## src/rtl/spi_master_sched_if.sv

```systemverilog
// Bundle of the requester handshake and SPI bus signals of spi_master_sched.
// The master modport is the scheduler's view; the slave modport is the view
// of whatever sits opposite it (requesters and the SPI slave agent).
interface spi_master_sched_if #(
    parameter int NUM_REQ      = 4,
    parameter int DATA_WIDTH   = 8,
    parameter int NO_OF_SLAVES = 4,
    parameter int CS_W         = 2
);
    logic [NUM_REQ-1:0]            req;
    logic [NUM_REQ*DATA_WIDTH-1:0] req_data;
    logic [NUM_REQ*CS_W-1:0]       req_cs;
    logic [NUM_REQ-1:0]            gnt;
    logic [NUM_REQ-1:0]            done;
    logic [DATA_WIDTH-1:0]         rx_data;
    logic                          busy;
    logic                          sclk;
    logic [NO_OF_SLAVES-1:0]       cs_n;
    logic                          mosi;
    logic                          miso;

    modport master (
        input  req, req_data, req_cs, miso,
        output gnt, done, rx_data, busy, sclk, cs_n, mosi
    );

    modport slave (
        output req, req_data, req_cs, miso,
        input  gnt, done, rx_data, busy, sclk, cs_n, mosi
    );
endinterface

```

## src/rtl/spi_master_sched.sv

```systemverilog
// SPI master transfer scheduler: round-robin arbitration between NUM_REQ
// requesters, then one full-duplex SPI mode-0 frame to the selected slave.
// Optional feature macro SPI_MASTER_SCHED_PRIORITY_EN: requester 0 becomes
// strict high priority and the rest round-robin among themselves.
module spi_master_sched #(
    parameter int NUM_REQ      = 4,
    parameter int DATA_WIDTH   = 8,
    parameter int NO_OF_SLAVES = 4,
    parameter int CS_W         = 2,
    parameter int CLK_DIV      = 2
) (
    input logic                 pclk,
    input logic                 areset,
    spi_master_sched_if.master  bus
);

    localparam int IDX_W  = $clog2(NUM_REQ);
    localparam int DIV_W  = (CLK_DIV > 1) ? $clog2(CLK_DIV) : 1;
    localparam int EDGE_N = 2 * DATA_WIDTH;
    localparam int EDGE_W = $clog2(EDGE_N);

`ifdef SPI_MASTER_SCHED_PRIORITY_EN
    localparam bit PRIO_EN = 1'b1;
`else
    localparam bit PRIO_EN = 1'b0;
`endif

    typedef enum logic [2:0] {
        S_IDLE,
        S_SETUP,
        S_SHIFT,
        S_HOLD,
        S_GAP
    } state_t;

    state_t                 r_state;
    state_t                 w_next;

    logic [IDX_W-1:0]       r_last;
    logic [IDX_W-1:0]       r_owner;
    logic [CS_W-1:0]        r_idx;
    logic [DIV_W-1:0]       r_div;
    logic [EDGE_W-1:0]      r_edge;
    logic                   r_sclk;
    logic [DATA_WIDTH-1:0]  r_tx;
    logic [DATA_WIDTH-1:0]  r_rx;
    logic [DATA_WIDTH-1:0]  r_rx_data;

    logic                   w_win_valid;
    logic [IDX_W-1:0]       w_winner;
    logic                   w_upd_last;
    logic                   w_grant;
    logic                   w_div_end;
    logic                   w_last_edge;

    assign w_div_end   = (r_div == DIV_W'(CLK_DIV - 1));
    assign w_last_edge = (r_edge == EDGE_W'(EDGE_N - 1));
    // A grant is never issued while reset is asserted.
    assign w_grant     = (r_state == S_IDLE) && w_win_valid && !areset;

    // Arbiter: first pending request after the pointer, wrapping around;
    // the loop runs from the farthest candidate so the nearest one wins.
    always_comb begin
        w_win_valid = 1'b0;
        w_winner    = '0;
        w_upd_last  = 1'b0;
        for (int k = NUM_REQ; k >= 1; k--) begin
            if (bus.req[(int'(r_last) + k) % NUM_REQ] &&
                (!PRIO_EN || ((int'(r_last) + k) % NUM_REQ) != 0)) begin
                w_win_valid = 1'b1;
                w_winner    = IDX_W'((int'(r_last) + k) % NUM_REQ);
                w_upd_last  = 1'b1;
            end
        end
        // Requester 0 overrides the rotation and leaves the pointer alone.
        if (PRIO_EN && bus.req[0]) begin
            w_win_valid = 1'b1;
            w_winner    = '0;
            w_upd_last  = 1'b0;
        end
    end

    // State register.
    always_ff @(posedge pclk) begin
        if (areset) begin
            r_state <= S_IDLE;
        end else begin
            r_state <= w_next;
        end
    end

    // Next-state logic; every non-idle phase lasts whole CLK_DIV periods.
    always_comb begin
        w_next = r_state;
        case (r_state)
            S_IDLE:  if (w_grant) w_next = S_SETUP;
            S_SETUP: if (w_div_end) w_next = S_SHIFT;
            S_SHIFT: if (w_div_end && w_last_edge) w_next = S_HOLD;
            S_HOLD:  if (w_div_end) w_next = S_GAP;
            S_GAP:   if (w_div_end) w_next = S_IDLE;
            default: w_next = S_IDLE;
        endcase
    end

    // Control registers: pointer, phase divider, sclk generator, rx output.
    always_ff @(posedge pclk) begin
        if (areset) begin
            r_last    <= IDX_W'(NUM_REQ - 1);
            r_div     <= '0;
            r_edge    <= '0;
            r_sclk    <= 1'b0;
            r_rx_data <= '0;
        end else begin
            if (r_state == S_IDLE || w_div_end) begin
                r_div <= '0;
            end else begin
                r_div <= r_div + 1'b1;
            end

            if (w_grant && w_upd_last) begin
                r_last <= w_winner;
            end

            // 2*DATA_WIDTH toggles starting low->high leave sclk low at the end.
            if (r_state == S_SHIFT) begin
                if (w_div_end) begin
                    r_sclk <= ~r_sclk;
                    r_edge <= r_edge + 1'b1;
                end
            end else begin
                r_sclk <= 1'b0;
                r_edge <= '0;
            end

            if (r_state == S_HOLD && w_div_end) begin
                r_rx_data <= r_rx;
            end
        end
    end

    // Frame data: latch the winner's word and slave index, then shift.
    always_ff @(posedge pclk) begin
        if (w_grant) begin
            r_tx    <= bus.req_data[w_winner*DATA_WIDTH +: DATA_WIDTH];
            r_idx   <= bus.req_cs[w_winner*CS_W +: CS_W];
            r_owner <= w_winner;
        end else if (r_state == S_SHIFT && w_div_end) begin
            if (!r_sclk) begin
                // sclk about to rise: capture miso
                r_rx <= {r_rx[DATA_WIDTH-2:0], bus.miso};
            end else if (!w_last_edge) begin
                // sclk about to fall: present next tx bit (not after the last bit)
                r_tx <= {r_tx[DATA_WIDTH-2:0], 1'b0};
            end
        end
    end

    // Outputs decoded from state and registers.
    always_comb begin
        bus.gnt     = '0;
        bus.done    = '0;
        bus.busy    = (r_state != S_IDLE);
        bus.sclk    = r_sclk;
        bus.cs_n    = '1;
        bus.mosi    = 1'b0;
        bus.rx_data = r_rx_data;
        if (w_grant) begin
            bus.gnt[w_winner] = 1'b1;
        end
        case (r_state)
            S_SETUP, S_SHIFT, S_HOLD: begin
                bus.mosi = r_tx[DATA_WIDTH-1];
                // An out-of-range index simply matches no line.
                for (int s = 0; s < NO_OF_SLAVES; s++) begin
                    if (int'(r_idx) == s) begin
                        bus.cs_n[s] = 1'b0;
                    end
                end
            end
            S_GAP: begin
                if (r_div == '0) begin
                    bus.done[r_owner] = 1'b1;
                end
            end
            default: ;
        endcase
    end

endmodule

```

## src/flat_wrapper.sv

```systemverilog
// flat-port wrapper written by rule: the top's interface ports become plain ports
module spi_master_sched_flat 
#(
    parameter int NUM_REQ      = 4,
    parameter int DATA_WIDTH   = 8,
    parameter int NO_OF_SLAVES = 4,
    parameter int CS_W         = 2,
    parameter int CLK_DIV      = 2
)
  (pclk, areset, bus_req, bus_req_data, bus_req_cs, bus_miso, bus_gnt, bus_done, bus_rx_data, bus_busy, bus_sclk, bus_cs_n, bus_mosi);
  spi_master_sched_if #(.NUM_REQ(NUM_REQ), .DATA_WIDTH(DATA_WIDTH), .NO_OF_SLAVES(NO_OF_SLAVES), .CS_W(CS_W)) bus_i ();
  input logic pclk;
  input logic areset;
  input wire logic [$bits(bus_i.req)-1:0] bus_req;
  input wire logic [$bits(bus_i.req_data)-1:0] bus_req_data;
  input wire logic [$bits(bus_i.req_cs)-1:0] bus_req_cs;
  input wire logic [$bits(bus_i.miso)-1:0] bus_miso;
  output wire logic [$bits(bus_i.gnt)-1:0] bus_gnt;
  output wire logic [$bits(bus_i.done)-1:0] bus_done;
  output wire logic [$bits(bus_i.rx_data)-1:0] bus_rx_data;
  output wire logic [$bits(bus_i.busy)-1:0] bus_busy;
  output wire logic [$bits(bus_i.sclk)-1:0] bus_sclk;
  output wire logic [$bits(bus_i.cs_n)-1:0] bus_cs_n;
  output wire logic [$bits(bus_i.mosi)-1:0] bus_mosi;
  assign bus_i.req = bus_req;
  assign bus_i.req_data = bus_req_data;
  assign bus_i.req_cs = bus_req_cs;
  assign bus_i.miso = bus_miso;
  assign bus_gnt = bus_i.gnt;
  assign bus_done = bus_i.done;
  assign bus_rx_data = bus_i.rx_data;
  assign bus_busy = bus_i.busy;
  assign bus_sclk = bus_i.sclk;
  assign bus_cs_n = bus_i.cs_n;
  assign bus_mosi = bus_i.mosi;
  spi_master_sched #(.NUM_REQ(NUM_REQ), .DATA_WIDTH(DATA_WIDTH), .NO_OF_SLAVES(NO_OF_SLAVES), .CS_W(CS_W), .CLK_DIV(CLK_DIV)) u_core (.pclk(pclk), .areset(areset), .bus(bus_i));
endmodule
```

## config.mk

```make
export PLATFORM = sky130hd
export DESIGN_NAME = spi_master_sched_flat
export DESIGN_NICKNAME = d
export VERILOG_FILES = /design/src/rtl/spi_master_sched_if.sv /design/src/rtl/spi_master_sched.sv /design/src/flat_wrapper.sv
export SDC_FILE = /design/constraint.sdc
export NUM_CORES = 1
export LEC_CHECK = 0
export ABC_CLOCK_PERIOD_IN_PS = 2590
export CAP_MARGIN = 20
export CORE_AREA = 2 2 81 83
export DETAILED_ROUTE_END_ITERATION = 16
export DIE_AREA = 0 0 83 85
export PLACE_DENSITY = 0.63
export SLEW_MARGIN = 20
export SYNTH_ARGS = -nofsm -noshare
export SYNTH_HDL_FRONTEND = slang
export SYNTH_SLANG_ARGS = --single-unit
```

## constraint.sdc

```tcl
create_clock -name pclk -period 2.59 [get_ports pclk]
set_input_delay 0.3885 -clock pclk [delete_from_list [all_inputs] [get_ports pclk]]
set_output_delay 0.3885 -clock pclk [all_outputs]
set_load 0.02 [all_outputs]
```

run_1/congestion_map.png
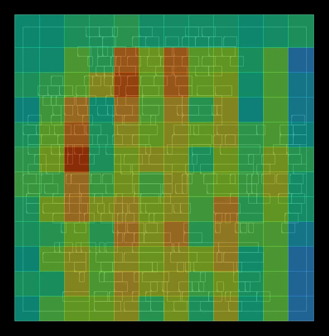
Most Used Layer, Global Route: met2
Routed WL per cell: 12.9 um
M1 GR Usage: 16.3%

run_1/layers.png
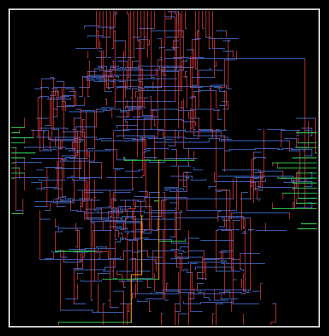
| colour | layer | wire length |
|---|---|---|
| green | M3 | 220 um |
| blue | M1 | 2120 um |
| red | M2 | 2340 um |
| orange | M4 | 63.3 um |
GRT Total Usage: 13.2%
DR vias: 1739
final WL: 4.75 mm

==> results.json, run 1 <==
{
  "outcome": "complete, no violations",
  "core_sq_um": 6200,
  "dr.first_iter.drc_count": 48,
  "hold_violations": 0,
  "peakVddDrop_v": 0.000194,
  "yosysCellCount": 203,
  "htree_levels": 2,
  "yosysSeqAreaShare_pct": 47.1,
  "postCtsHoldBufs": 0,
  "ys_dominant_reg_cell": "edfxtp_1",
  "grt_max_degree": 19,
  "crit_fanout": 4,
  "criticalPathCategory": "in -> out",
  "top_cell_area_share_pct": 28.8,
  "grt_pass1_wl_mm": 7.56,
  "drc_errors": 0,
  "p_leak_nw": 1.15,
  "fin_crit_ns": 2.49,
  "top_level_ports": 70,
  "antenna_left": 0,
  "die_h_um": 85,
  "drv_cap": 0,
  "chipArea_sq_um": 7060,
  "n_antenna_cell": 0,
  "die_w_um": 83,
  "async_flop_share_pct": 0,
  "detailedPlacementHpwl_mm": 3.75,
  "warnings": 26,
  "critPathLaunchType": "input pin",
  "yosysTopAreaCell": "edfxtp_1",
  "viasPerCell": 4.74,
  "cp.required_ns": 2.20,
  "firstDrtPassIters": 4,
  "grt-ovfl-total": 0,
  "antenna_found_initial": 0,
  "numPlacedInstances": 358,
  "cts_buffers": 5,
  "max_freq_mhz": 401,
  "hold_class": "reg -> reg",
  "finalSetupViolCount": 0,
  "hold_path_end": "u_core.r_rx[3]",
  "cts_tree": "done",
  "r2r_cells": 6,
  "hold_start": "u_core.r_rx[2]",
  "hold_slack_ns": 0.444,
  "clkSinkCount": 39,
  "slowest_delay_ns": 0.46
}
run_1/gates.png
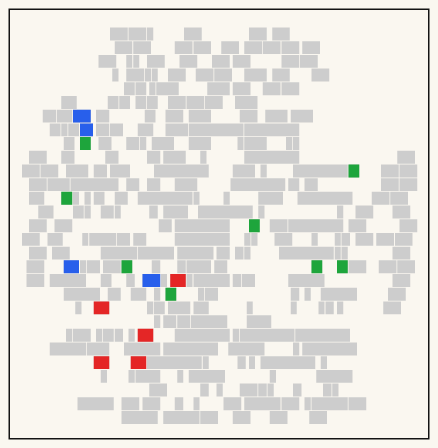
| colour | family | cells |
|---|---|---|
| green | and/or cells | 8 |
| red | xor and xnor cells | 5 |
| blue | non-inverting ao/oa cells | 4 |
combinational share of cell area: 32.9%
Finished Layout Cells: 367

==> run 1: report_power, final <==
part / switching [mW] / leakage [nW] / internal, mW / total [mW]
sequential: 0.0224 / 0.340 / 0.689 / 0.711
clock: 0.191 / 0.0422 / 0.189 / 0.380
combinational: 0.180 / 0.764 / 0.211 / 0.391
==> run 1: layout make-up <==
| cell class | instances | area, sq um | area share, % |
|---|---|---|---|
| Sequential cell | 39 | 981 | 32.2 |
| Clock buffer | 7 | 76.3 | 2.51 |
| Inverter | 9 | 33.8 | 1.11 |
| Timing Repair Buffer | 91 | 851 | 27.9 |
| Tap cell | 77 | 96.3 | 3.16 |
| Clock inverter | 1 | 5.00 | 0.164 |
| Multi-Input combinational cell | 143 | 1000 | 32.9 |
==> run 1: critical path: cells and delay by family <==
kind	cells	cell delay, ns
buffers and inverters	3	1.01
AND-OR/OR-AND	1	0.30
AND/OR/NAND/NOR	3	0.40
==> run 1: metal layers <==
layer / global-route usage [%] / vias to the layer above / part of all wire [%]
li1: - / 899 / -
met1: 16.3 / 796 / 45
met2: 22.6 / 38 / 49
met3: 3.40 / 6 / 4.6
met4: 4.02 / 0 / 1.3
met5: 0 / - / 0
==> run 1: cell families after synthesis <==
| logic type | Yosys count | share of synthesized area, % |
|---|---|---|
| AND-OR/OR-AND | 38 | 16.8 |
| XOR/XNOR | 5 | 2.10 |
| adder cells (fa/ha/maj) | 1 | 0.601 |
| buffers and inverters | 21 | 5.35 |
| flip-flops | 39 | 47.1 |
| multiplexers | 17 | 8.17 |
| AND/OR/NAND/NOR | 82 | 19.9 |
==> run 1: registers in the layout, summed over array words and instances, names as in the netlist <==
signal,flops
u_core.r_rx,8
u_core.bus.rx_data,8
u_core.r_state,3
u_core.r_tx,8
u_core.r_edge,4
u_core.r_last,2
u_core.r_owner,2
u_core.bus.sclk,1
u_core.r_idx,2
u_core.r_div,1
==> run 1: cells in the mapped netlist, types with 2 or more instances <==
cell type / number
clkbuf_1: 6
nor3_1: 4
nor2_1: 27
or3_1: 2
mux2i_1: 17
a31oi_1: 7
inv_1: 8
nand3_1: 2
a21oi_1: 9
buf_2: 2
xor2_1: 3
xnor2_1: 2
and3_1: 2
buf_6: 4
a211oi_2: 14
dfxtp_1: 19
edfxtp_1: 20
nor4_1: 2
nand3b_1: 2
nand2_1: 22
nand2b_1: 5
nor3b_1: 3
or2_2: 2
==> run 1: repair_timing <==
action | CTS | global route
pin swaps | 1 | 0
endpoints found under the setup margin | 4 | 2
gates resized | 5 | 1
buffers inserted | 1 | 0
==> run 1: through the flow <==
stage	setup TNS, ns	worst slack [ns]	area (sq um)	util, %	power, mW
finish	0	0.0953	3050	49.1	1.48
global route	0	0.00699	3050	49.1	1.56
CTS	0	0.0786	3040	49.0	1.51
detailed placement	-0.428	-0.153	2950	47.5	1.12
global placement	-0.328	-0.0881	2950	47.5	1.11
floorplan	0	0.647	2080	-	0.957
==> run 1: placed cells by master (no fill, tap or decap), types with 7 or more instances in the layout <==
cell,count
dfxtp_1,19
nand2_1,22
clkdlybuf4s50_1,65
nor2_1,27
buf_4,22
a211oi_2,14
a21oi_1,9
mux2i_1,17
a31oi_1,7
inv_1,8
edfxtp_1,20
run_1/util_map.png
The die is cut into 8 by 8 equal tiles; white is low, dark blue is high, 0 to 100% covered.
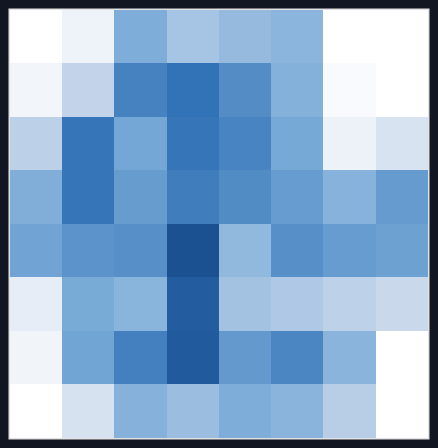

--- run 2 (diff from run 1) ---
--- a/config.mk
+++ b/config.mk
@@ -5,7 +5,7 @@
 export SDC_FILE = /design/constraint.sdc
 export NUM_CORES = 1
 export LEC_CHECK = 0
-export ABC_CLOCK_PERIOD_IN_PS = 2590
+export ABC_CLOCK_PERIOD_IN_PS = 2800
 export CAP_MARGIN = 20
 export CORE_AREA = 2 2 81 83
 export DETAILED_ROUTE_END_ITERATION = 16
==> constraint.sdc (replaced) <==
create_clock -name pclk -period 2.8 [get_ports pclk]
set_input_delay 0.42 -clock pclk [delete_from_list [all_inputs] [get_ports pclk]]
set_output_delay 0.42 -clock pclk [all_outputs]
set_load 0.02 [all_outputs]
run_2/util_map.png
The die is cut into 8 by 8 equal tiles; white is low, dark blue is high, 0 to 100% covered.
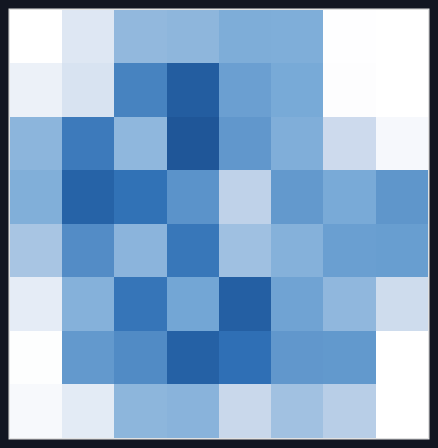
fullest tile: 85%
nearly empty tiles: 13%
tiles over 75% full: 7.8%
emptiest ninth of the die: top right
final design utilization: 49.1%
Core ar.: 6200 sq um

==> results.json, run 2 <==
{
  "outcome": "complete, no violations",
  "clkSinkCount": 39,
  "hold_slack_ns": 0.449,
  "layoutNonFillerInstCount": 363,
  "crit_fanout": 9,
  "die_w_um": 83,
  "yosysSeqAreaShare_pct": 47.1,
  "power.total_mw": 1.42,
  "viasPerCell": 4.82,
  "finalWorstSetupSlack_ns": 0.287,
  "finalSetupViolCount": 0,
  "switching_power_mw": 0.385,
  "tns_ns": 0,
  "dp_slack_ns": 0.00593,
  "routed_wirelength_mm": 4.67,
  "top_level_ports": 70,
  "htree_levels": 2,
  "peakVddDrop_v": 0.000206,
  "chipArea_sq_um": 7060,
  "grt_max_degree": 19,
  "sw_frac_of_total_pct": 27.2,
  "dpl-instance-area_sq_um": 2920,
  "grt-ovfl-total": 0,
  "p_per_area_nw_per_um2": 465,
  "fin_worst_skew_ns": 0.00898,
  "routedWlPerCell_um": 12.9,
  "cts_buffers": 5,
  "yosysMostFrequentCell": "nor2_1",
  "fin_crit_ns": 2.51,
  "ys_dominant_reg_cell": "edfxtp_1",
  "clock.latency.late_pin_ns": 0.29,
  "hold_start": "u_core.r_rx[6]",
  "async_flop_share_pct": 0,
  "cp.required_ns": 2.38,
  "dr.first_iter.drc_count": 113,
  "final_area_sq_um": 3050,
  "yosysCellCount": 203,
  "power.internal_mw": 1.03,
  "hold_class": "reg -> reg",
  "antenna_found_initial": 0,
  "comb_area_sq_um": 1000,
  "track_usage_pct": 13.1,
  "grt_pass1_wl_mm": 7.36,
  "cts_tree": "done",
  "detailedPlacementHpwl_mm": 3.75,
  "criticalPathCategory": "reg -> out",
  "num_vias": 1751,
  "die_h_um": 85,
  "drc_errors": 0,
  "p_leak_nw": 1.19,
  "yosysTopAreaCell": "edfxtp_1",
  "common_cells": "27 x nor2_1, 22 x nand2_1, 20 x edfxtp_1, 19 x dfxtp_1, 17 x mux2i_1",
  "power_frac_comb_pct": 25.0,
  "ff_latch_area_sq_um": 981,
  "max_freq_mhz": 398,
  "firstDrtPassIters": 4
}
-- run 2: cell types whose count changed in the layout (fill, tap and decap cells not counted), sizes merged --
cell	change
buf	-4
dlygate4sd2	-4
clkbuf	-1
inv	+1
dlymetal6s2s	+4
-- run 2: repair_timing --
item,in CTS,in global routing
buffers inserted,0,1
gates resized,0,6
hold buffers,0,0
endpoints found under the setup margin,0,4
-- run 2: routing by layer --
| metal | global-route usage (%) | routed length (um) | share of wire, % |
|---|---|---|---|
| met5 | 0 | 0 | 0 |
| met4 | 4.92 | 66 | 1.4 |
| met3 | 4.38 | 258 | 5.5 |
| met2 | 21.8 | 2280 | 49 |
| met1 | 15.9 | 2070 | 44 |
-- run 2: kinds of logic (layout without fill, tap and decap cells) --
group / after synthesis / in the layout / share of synthesized area (%)
simple gates: 82 / 82 / 19.9
flops: 39 / 39 / 47.1
compound gates: 38 / 38 / 16.8
buf+inv: 21 / 104 / 5.35
mux: 17 / 17 / 8.17
xor+xnor: 5 / 5 / 2.10
fa+ha+maj: 1 / 1 / 0.601
-- run 2: layout make-up --
class	instances	share of cell area, %
Inverter	9	1.11
Timing Repair Buffer	87	27.4
Tap cell	77	3.16
Clock buffer	6	2.71
Sequential cell	39	32.2
Multi-Input combinational cell	143	32.9
Clock inverter	2	0.493
-- run 2: path summary, 6_finish.rpt --
check | endpoint | slack, ns | cells after the start
setup / recovery | bus_cs_n[0] | 0.29 | 4
hold / removal | u_core.r_rx[7] | 0.45 | 0
setup reg to reg | u_core.r_tx[1] | 0.81 | 6
hold reg to reg | u_core.r_rx[7] | 0.45 | 0
-- run 2: power groups by stage --
stage	Combinational, mW	Clock (mW)	Sequential, mW
2_1_floorplan	0.224	0	0.662
3_3_place_gp	0.355	0	0.672
3_5_place_dp	0.356	0	0.674
4_1_cts	0.358	0.416	0.660
5_1_grt	0.385	0.443	0.664
6_report	0.354	0.400	0.661
-- run 2: critical path: stages, from the launching register on --
cell and delay [ns]:
dfxtp_1 0.51, nor2_1 0.14, or2_2 0.31, or3_1 0.30, clkdlybuf4s50_1 0.54
Power figures rest on the tool's default switching activity, not on a simulated workload.
